[src/rtl/arm_branch_pkg.sv]
// Shared definitions for the fetch/branch slice: FSM states, PC-select codes,
// branch opcode match values, condition codes and sign-extension helpers.
package arm_branch_pkg;

    typedef enum logic [1:0] {
        ST_IDLE = 2'd0,
        ST_REQ  = 2'd1,
        ST_EXEC = 2'd2
    } fbu_state_t;

    // PC select codes seen by the program counter
    localparam logic [1:0] PS_HOLD = 2'b00;  // keep PC
    localparam logic [1:0] PS_INC  = 2'b01;  // PC + 4
    localparam logic [1:0] PS_LOAD = 2'b10;  // PC <- pc_offset
    localparam logic [1:0] PS_REL  = 2'b11;  // PC <- PC + 4 + pc_offset*4

    // Opcode match values
    localparam logic [5:0]  OP_B     = 6'b000101;                 // [31:26]
    localparam logic [5:0]  OP_BL    = 6'b100101;                 // [31:26]
    localparam logic [7:0]  OP_BCOND = 8'b01010100;               // [31:24]
    localparam logic [7:0]  OP_CBZ   = 8'b10110100;               // [31:24]
    localparam logic [7:0]  OP_CBNZ  = 8'b10110101;               // [31:24]
    localparam logic [21:0] OP_BR    = 22'b1101011000011111000000; // [31:10]

    // Condition codes
    localparam logic [3:0] COND_EQ = 4'b0000;
    localparam logic [3:0] COND_NE = 4'b0001;
    localparam logic [3:0] COND_CS = 4'b0010;
    localparam logic [3:0] COND_CC = 4'b0011;
    localparam logic [3:0] COND_MI = 4'b0100;
    localparam logic [3:0] COND_PL = 4'b0101;
    localparam logic [3:0] COND_VS = 4'b0110;
    localparam logic [3:0] COND_VC = 4'b0111;
    localparam logic [3:0] COND_HI = 4'b1000;
    localparam logic [3:0] COND_LS = 4'b1001;
    localparam logic [3:0] COND_GE = 4'b1010;
    localparam logic [3:0] COND_LT = 4'b1011;
    localparam logic [3:0] COND_GT = 4'b1100;
    localparam logic [3:0] COND_LE = 4'b1101;
    localparam logic [3:0] COND_AL = 4'b1110;
    localparam logic [3:0] COND_NV = 4'b1111;

    function automatic logic [63:0] sext26(input logic [25:0] v);
        return {{38{v[25]}}, v};
    endfunction

    function automatic logic [63:0] sext19(input logic [18:0] v);
        return {{45{v[18]}}, v};
    endfunction

endpackage

[src/rtl/fetch_branch_unit_if.sv]
// Instruction-memory request/ack bus plus the downstream instruction
// valid/ready bus. master = fetch unit side, slave = memory/consumer side.
interface fetch_branch_unit_if;
    logic        imem_req;
    logic [63:0] imem_addr;
    logic        imem_ack;
    logic [31:0] imem_rdata;
    logic        instr_valid;
    logic        instr_ready;
    logic [31:0] instr;
    logic [63:0] instr_pc;

    modport master (
        output imem_req, imem_addr, instr_valid, instr, instr_pc,
        input  imem_ack, imem_rdata, instr_ready
    );

    modport slave (
        input  imem_req, imem_addr, instr_valid, instr, instr_pc,
        output imem_ack, imem_rdata, instr_ready
    );
endinterface

[src/rtl/cond_eval.sv]
// ARM condition-code evaluator: taken=1 when cond holds for the NZCV flags.
module cond_eval
    import arm_branch_pkg::*;
(
    input  logic [3:0] cond,
    input  logic [3:0] nzcv,
    output logic       taken
);
    logic n, z, c, v;
    assign {n, z, c, v} = nzcv;

    // Full 16-way decode of the condition field
    always_comb begin
        taken = 1'b1;
        case (cond)
            COND_EQ: taken = z;
            COND_NE: taken = !z;
            COND_CS: taken = c;
            COND_CC: taken = !c;
            COND_MI: taken = n;
            COND_PL: taken = !n;
            COND_VS: taken = v;
            COND_VC: taken = !v;
            COND_HI: taken = c && !z;
            COND_LS: taken = !(c && !z);
            COND_GE: taken = (n == v);
            COND_LT: taken = (n != v);
            COND_GT: taken = !z && (n == v);
            COND_LE: taken = !(!z && (n == v));
            COND_AL: taken = 1'b1;
            COND_NV: taken = 1'b1;
            default: taken = 1'b1;
        endcase
    end
endmodule

[src/rtl/fetch_branch_unit.sv]
// Fetches one instruction at a time from the current PC, holds it for the
// downstream consumer and, in the cycle it is accepted, drives the PC select
// and offset for the ARMv8 branch class (B, BL, B.cond, CBZ, CBNZ, BR).
//
// Handshakes: imem request is held high for the whole REQ state and a
// transfer happens on a rising edge where imem_req && imem_ack; downstream, a
// transfer happens on a rising edge where instr_valid && instr_ready, and
// instr/instr_pc stay stable while instr_valid is high and instr_ready low.
module fetch_branch_unit
    import arm_branch_pkg::*;
(
    input  logic                        clock,
    input  logic                        reset,
    input  logic                        enable,
    input  logic [63:0]                 pc,
    output logic [1:0]                  ps,
    output logic [63:0]                 pc_offset,
    input  logic [3:0]                  flags,
    output logic [4:0]                  rf_addr,
    input  logic [63:0]                 rf_data,
    output logic                        link_we,
    output logic [63:0]                 link_data,
    output fbu_state_t                  state_dbg,
    fetch_branch_unit_if.master         bus
);
    fbu_state_t  state, state_nxt;
    logic [31:0] instr_q;
    logic [63:0] instr_pc_q;
    logic        accept;
    logic        cond_taken;
    logic        is_b, is_bl, is_bcond, is_cb, is_br;

    assign bus.imem_addr = pc;
    assign bus.instr     = instr_q;
    assign bus.instr_pc  = instr_pc_q;
    assign state_dbg     = state;

    assign is_b     = (instr_q[31:26] == OP_B);
    assign is_bl    = (instr_q[31:26] == OP_BL);
    assign is_bcond = (instr_q[31:24] == OP_BCOND) && !instr_q[4];
    assign is_cb    = (instr_q[31:24] == OP_CBZ) || (instr_q[31:24] == OP_CBNZ);
    assign is_br    = (instr_q[31:10] == OP_BR) && (instr_q[4:0] == 5'd0);

    cond_eval u_cond_eval (
        .cond  (instr_q[3:0]),
        .nzcv  (flags),
        .taken (cond_taken)
    );

    // State register; reset drops any in-flight request immediately
    always_ff @(posedge clock or posedge reset) begin
        if (reset) state <= ST_IDLE;
        else       state <= state_nxt;
    end

    // Capture the instruction and its fetch address on the ack edge
    always_ff @(posedge clock or posedge reset) begin
        if (reset) begin
            instr_q    <= 32'd0;
            instr_pc_q <= 64'd0;
        end else if (state == ST_REQ && bus.imem_ack) begin
            instr_q    <= bus.imem_rdata;
            instr_pc_q <= pc;
        end
    end

    // Next state and handshake strobes
    always_comb begin
        state_nxt       = state;
        bus.imem_req    = 1'b0;
        bus.instr_valid = 1'b0;
        accept          = 1'b0;
        case (state)
            ST_IDLE: begin
                if (enable) state_nxt = ST_REQ;
            end
            ST_REQ: begin
                bus.imem_req = 1'b1;
                if (bus.imem_ack) state_nxt = ST_EXEC;
            end
            ST_EXEC: begin
                bus.instr_valid = 1'b1;
                if (bus.instr_ready) begin
                    accept    = 1'b1;
                    state_nxt = enable ? ST_REQ : ST_IDLE;
                end
            end
            default: state_nxt = ST_IDLE;
        endcase
    end

    // Branch decode; the -1 on relative offsets cancels the PC's own +4
    always_comb begin
        ps        = PS_HOLD;
        pc_offset = 64'd0;
        rf_addr   = 5'd0;
        link_we   = 1'b0;
        link_data = 64'd0;
        if (state == ST_EXEC) begin
            link_data = instr_pc_q + 64'd4;
            if (is_cb)      rf_addr = instr_q[4:0];
            else if (is_br) rf_addr = instr_q[9:5];
        end
        if (accept) begin
            ps = PS_INC;
            if (is_b || is_bl) begin
                ps        = PS_REL;
                pc_offset = sext26(instr_q[25:0]) - 64'd1;
                link_we   = is_bl;
            end else if (is_bcond) begin
                if (cond_taken) begin
                    ps        = PS_REL;
                    pc_offset = sext19(instr_q[23:5]) - 64'd1;
                end
            end else if (is_cb) begin
                // bit 24 distinguishes CBNZ from CBZ
                if ((rf_data == 64'd0) != instr_q[24]) begin
                    ps        = PS_REL;
                    pc_offset = sext19(instr_q[23:5]) - 64'd1;
                end
            end else if (is_br) begin
                ps        = PS_LOAD;
                pc_offset = rf_data;
            end
        end
    end
endmodule

[src/flat_wrapper.sv]
// flat-port wrapper written by rule: the top's interface ports become plain ports
module fetch_branch_unit_flat import arm_branch_pkg::*;
  (clock, reset, enable, pc, ps, pc_offset, flags, rf_addr, rf_data, link_we, link_data, state_dbg, bus_imem_req, bus_imem_addr, bus_instr_valid, bus_instr, bus_instr_pc, bus_imem_ack, bus_imem_rdata, bus_instr_ready);
  fetch_branch_unit_if bus_i ();
  input  logic clock;
  input  logic reset;
  input  logic enable;
  input  logic [63:0] pc;
  output logic [1:0] ps;
  output logic [63:0] pc_offset;
  input  logic [3:0] flags;
  output logic [4:0] rf_addr;
  input  logic [63:0] rf_data;
  output logic link_we;
  output logic [63:0] link_data;
  output fbu_state_t state_dbg;
  output wire logic [$bits(bus_i.imem_req)-1:0] bus_imem_req;
  output wire logic [$bits(bus_i.imem_addr)-1:0] bus_imem_addr;
  output wire logic [$bits(bus_i.instr_valid)-1:0] bus_instr_valid;
  output wire logic [$bits(bus_i.instr)-1:0] bus_instr;
  output wire logic [$bits(bus_i.instr_pc)-1:0] bus_instr_pc;
  input wire logic [$bits(bus_i.imem_ack)-1:0] bus_imem_ack;
  input wire logic [$bits(bus_i.imem_rdata)-1:0] bus_imem_rdata;
  input wire logic [$bits(bus_i.instr_ready)-1:0] bus_instr_ready;
  assign bus_imem_req = bus_i.imem_req;
  assign bus_imem_addr = bus_i.imem_addr;
  assign bus_instr_valid = bus_i.instr_valid;
  assign bus_instr = bus_i.instr;
  assign bus_instr_pc = bus_i.instr_pc;
  assign bus_i.imem_ack = bus_imem_ack;
  assign bus_i.imem_rdata = bus_imem_rdata;
  assign bus_i.instr_ready = bus_instr_ready;
  fetch_branch_unit u_core (.clock(clock), .reset(reset), .enable(enable), .pc(pc), .ps(ps), .pc_offset(pc_offset), .flags(flags), .rf_addr(rf_addr), .rf_data(rf_data), .link_we(link_we), .link_data(link_data), .state_dbg(state_dbg), .bus(bus_i));
endmodule
[config.mk]
export PLATFORM = sky130hd
export DESIGN_NAME = fetch_branch_unit_flat
export DESIGN_NICKNAME = d
export VERILOG_FILES = /design/src/rtl/arm_branch_pkg.sv /design/src/rtl/fetch_branch_unit_if.sv /design/src/rtl/cond_eval.sv /design/src/rtl/fetch_branch_unit.sv /design/src/flat_wrapper.sv
export SDC_FILE = /design/constraint.sdc
export NUM_CORES = 1
export LEC_CHECK = 0
export ABC_AREA = 1
export CAP_MARGIN = 40
export CORE_MARGIN = 2
export CORE_UTILIZATION = 30
export DETAILED_ROUTE_END_ITERATION = 7
export GPL_TIMING_DRIVEN = 0
export PLACE_DENSITY = 0.71
export SLEW_MARGIN = 20
export SYNTH_ARGS = -nofsm -noshare
export SYNTH_HDL_FRONTEND = slang
export SYNTH_SLANG_ARGS = --single-unit
[constraint.sdc]
create_clock -name clock -period 5.9 [get_ports clock]
set_clock_uncertainty 0.2 [all_clocks]
set_input_delay 0.885 -clock clock [delete_from_list [all_inputs] [get_ports clock]]
set_output_delay 0.885 -clock clock [all_outputs]
set_load 0.005 [all_outputs]
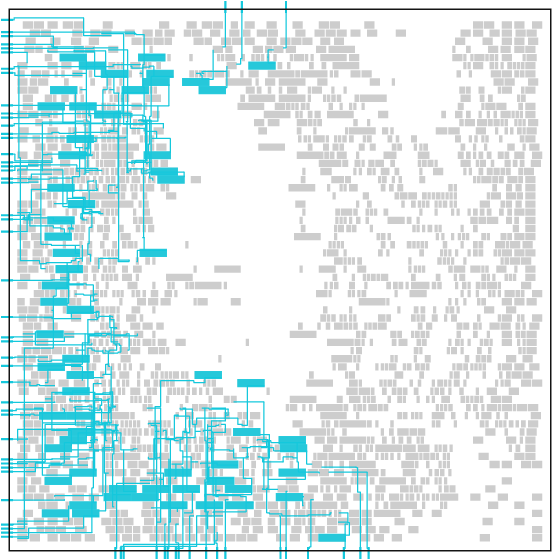
port_nets.png
bus_instr_pc -> cyan  # direction output, end cells 64, buffers 64, wire 4660 µm
PortBufs: 468
# IOs: 469

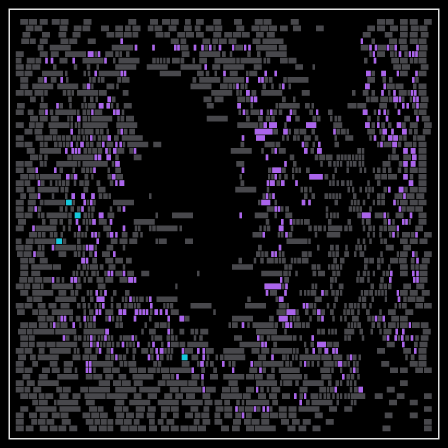
gate_families.png
NOR gates -> purple  # cells 352, most used nor2_1, where widely spread
AND-OR and OR-AND gates -> cyan  # cells 4, most used o21a_1, where left middle
Comb area share: 37.41%
most frequent logic cell in the layout: clkdlybuf4s50_1
final non-filler cell total: 2359

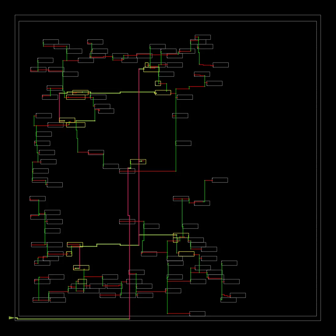
final_clocks.png
Latency at later pin: 360 ps
clock buffer count: 10
Flops: 98
clock-net power: 0.000670 W

==> impl_metrics.json <==
{
  "drcViolationCount": 0,
  "hold_viol_final": 0,
  "area.growth.synth_to_final_pct": 59.62,
  "seqPwrFrac_pct": 29.3,
  "grtUsageMet1_pct": 32.14,
  "cts_made_buffers": 9,
  "lay_top_cells": "468 x clkdlybuf4s50_1, 266 x nor2_1, 265 x nand2_1",
  "p_clk_share_pct": 12.5,
  "tap-cell-count": 396,
  "grt.busiest_layer": "met2",
  "antenna_found_initial": 3,
  "fin_total_pwr_w": 0.005369,
  "yosysWarningCount": 0,
  "wl_met3_mm": 4.136,
  "setup-tns-final_ps": 0,
  "report.final.slew_viol_count": 0,
  "routed-wl-met2_mm": 25.29,
  "dp_slack_ps": 587.9,
  "largest_reg_flops": 64,
  "grt_max_degree": 63,
  "p_sw_share_pct": 47.59,
  "slew_headroom_pct": 41.37,
  "htreeDepth": 3,
  "status": "finished clean",
  "use_met3_pct": 7.255,
  "drt-initial-drc-count": 913,
  "min_from": "u_core.bus.instr_pc[1]",
  "inverters": 150,
  "async_flop_share_pct": 100.0,
  "crit_start": "rf_data[24]",
  "layout.nonclk_buf_share_pct": 36.80,
  "postPlaceCellArea_um2": 14570,
  "worstPathArrival_ps": 4170,
  "use_met2_pct": 54.85,
  "rsz0062_at_grt": "no",
  "ys.flop_type": "dfrtp_1",
  "combPwrFrac_pct": 58.2,
  "critPathBufInv": 3,
  "regToRegStartpoint": "u_core.state_dbg[0]",
  "initCoreUtil_pct": 30.53
}
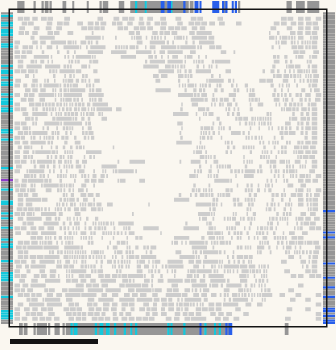
pins.png
The bar under the picture is 50 µm long. Pins as bars across the die edge, other pins in gray.
bus_instr_pc -> cyan  # pins 64, direction output, edge 43 left, 18 bottom, 3 top
bus_instr_ready -> purple  # pins 1, direction input, edge left
bus_instr -> blue  # pins 32, direction output, edge 16 top, 12 right, 4 bottom
Die Ht: 180.5 µm
width of the die: 180.5 µm

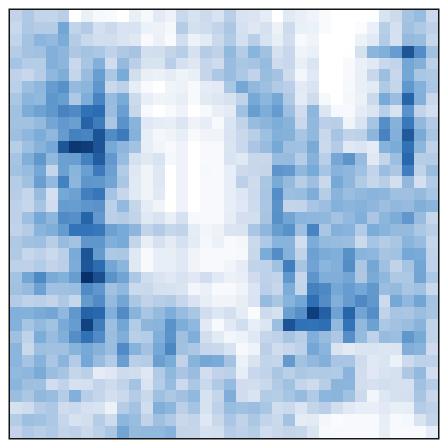
wire_density.png
The die is cut into 36 by 36 equal tiles; white is low, dark blue is high, scaled to the fullest tile. Values are wire area over tile area, all layers added.
tiles over half the peak = 15%
nearly empty tiles = 2.7%
mean over tiles = 0.26
fullest tile = 0.81

Power is estimated from default activity; no workload was simulated.
